==> config.mk <==
export PLATFORM = sky130hd
export DESIGN_NAME = sram_match_responder
export DESIGN_NICKNAME = d
export VERILOG_FILES = /design/src/rtl/sram_match_responder.sv
export SDC_FILE = /design/constraint.sdc
export NUM_CORES = 1
export LEC_CHECK = 0
export CAP_MARGIN = 20
export CORE_MARGIN = 2
export CORE_UTILIZATION = 46
export CTS_CLUSTER_DIAMETER = 40
export DETAILED_ROUTE_END_ITERATION = 16
export PLACE_DENSITY = 0.82
export RECOVER_POWER = 100
export SYNTH_ARGS = -nofsm -noshare
export SYNTH_HDL_FRONTEND = slang
export SYNTH_SLANG_ARGS = --single-unit
export TNS_END_PERCENT = 1
==> constraint.sdc <==
create_clock -name clk -period 5.22 [get_ports clk]
set_clock_uncertainty 0.2 [all_clocks]
set_input_delay 1.044 -clock clk [delete_from_list [all_inputs] [get_ports clk]]
set_output_delay 1.044 -clock clk [all_outputs]
set_load 0.005 [all_outputs]
I/O nets highlighted:
The bar under the picture is 50 µm long.
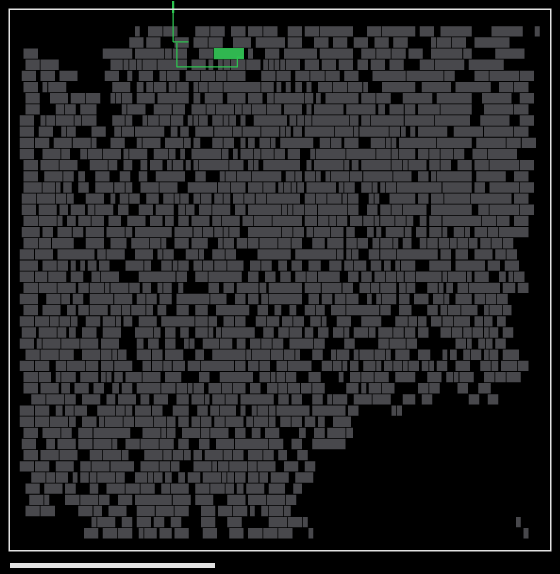
err_ovf: in green, bits 1, direction output, end cells 1, buffers 1, wire 35.4 µm.
IO Count: 203
I/O Buffers: 197

Sequential cells colored by netlist name:
The bar under the picture is 50 µm long. Other sequential cells in the stronger gray, the rest of the logic in the fainter gray.
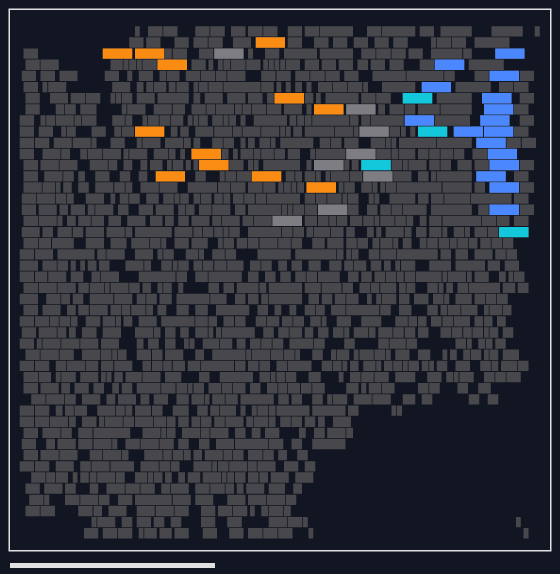
grant: in blue, placed flops 16, where north-east. bound_port: in cyan, placed flops 4, where north-east. free_pages: in orange, placed flops 12.
seq pwr: 0.447 mW
sequential share of cell area: 0.0706
FF/Latch Area: 801 µm²

The clock network:
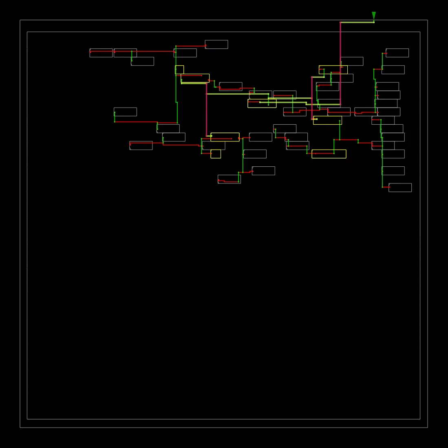
Clock Buffer Count: 5
clock group power: 0.361 mW
Seq cells: 40

==> GITHUB_STEP_SUMMARY <==
## Synthesis and layout report

| Metric | Value |
|---|---|
| # clock sinks | ~40 |
| Most frequent CP cell | buf_4 |
| Detail Placement HPWL | about 21000 µm |
| Setup WS post-layout | -123 ps |
| Non-CTS inverters | 42 |
| Total power | between 5 and 6 mW |
| Clock Power Share | 0.071 |
| Antenna fix cells | 1 |
| Die Ht | 132 µm |
| Commonest Layout Cell | clkdlybuf4s50_1 |
| Worst hold slack | between 200 and 300 ps |
| Max Root-Sink Buffers | 2 |
| Final ANT Viol Nets | 0 |
| Final setup fails | 17 |
| CTS tree | yes |
| CORE AREA | ~0.016 mm² |
| Max Cap Violations | 0 |
| Largest register FFs | 16 |
| Initial antenna violation count | 1 |
| Synth top cell by count | ha_1 |
| Combinational cell power | approximately 4.3 mW |
| GRT overflow | 0 |
| Share of cells above drive strength 1 | 0.227 |
| Status | complete, but fails checks |
| Yosys warns | 0 |
| Pre-Repair DR Iteration Count | 6 |
| Asr flop ratio synth | 0 |
| Pwr per Cell Area | approximately 450 mW/mm² |
| VDD IR-drop max | 359 µV |
| Final Max Slew Viols | 0 |
| Dominant flop cell | dfxtp_1 |
| RSZ-0062 raised after global routing | yes |
| Critical-path cell list | clkdlybuf4s50_1 > ha_1 > nor2_1 > or3_1 > a21o_1 > o21ai_2 > buf_4 > o22ai_1 > mux4_2 > mux2_4 > buf_4 > a22o_1 > a2111o_1 > a211o_1 > o2111ai_4 > nand3_4 > buf_12 > nor4_4 |
| Num rows | 46 |
| Slowest stage cell, crit path | mux4_2 |
| Failing checks | setup timing |
| Vias per cell | between 6 and 7 |
| Reg2Reg Setup Slack | ~190 ps |
| Synth unique cells | between 80 and 90 |
| Slew headroom | 0.426 |
| Number of cells in Yosys stat | 869 |
| Layout Nets | 1481 |
| CTS H-Tree Depth | 2 |
| Critical path capture point type | flip-flop |
| Clock-cell share of area | 0.0151 |
| Max Clock Freq | 187 MHz |
| Min cycle time layout | ~5300 ps |
| CP Launch Type | input pin |
| Placed instance count | roughly 1400 |
| Top power group | combinational logic |
| TritonCTS buffer count | 5 |
| Fin. Hold Viols | 0 |
| Post-synth top area share | 0.220 |
| DRT iter0 DRCs | between 600 and 700 |
| Register share of total power | 0.088 |
| Final period util | 1.02 |
| Yosys stat area | 0.00750 mm² |
| Non-clock buffers | approximately 340 |
| Avg Inst Size Synth | between 8 and 9 µm² |
| CP Buf/Inv Count | 4 |
## cell families after synthesis
family | after synthesis | synth area share
compound gates | 263 | 0.253
xor+xnor | 21 | 0.0245
fa+ha+maj | 133 | 0.223
buf+inv | 82 | 0.0477
flops | 40 | 0.107
mux | 54 | 0.123
other cells | 1 | 0.000500
simple gates | 275 | 0.222
## what timing repair did
action	in CTS	in global routing
pin swaps	50	38
endpoints found under the setup margin	16	21
resized	45	37
gates cloned	1	0
setup buffers	14	7
## layer usage
metal | vias to the layer above | track usage | wire length [µm]
met5 | - | 0 | 0
met4 | 0 | 0.134 | 1320
met3 | 107 | 0.0563 | 2150
met2 | 446 | 0.535 | 13700
met1 | 4165 | 0.364 | 11000
li1 | 4062 | - | -
No activity file was given, so power comes from the tool's default toggle rates.
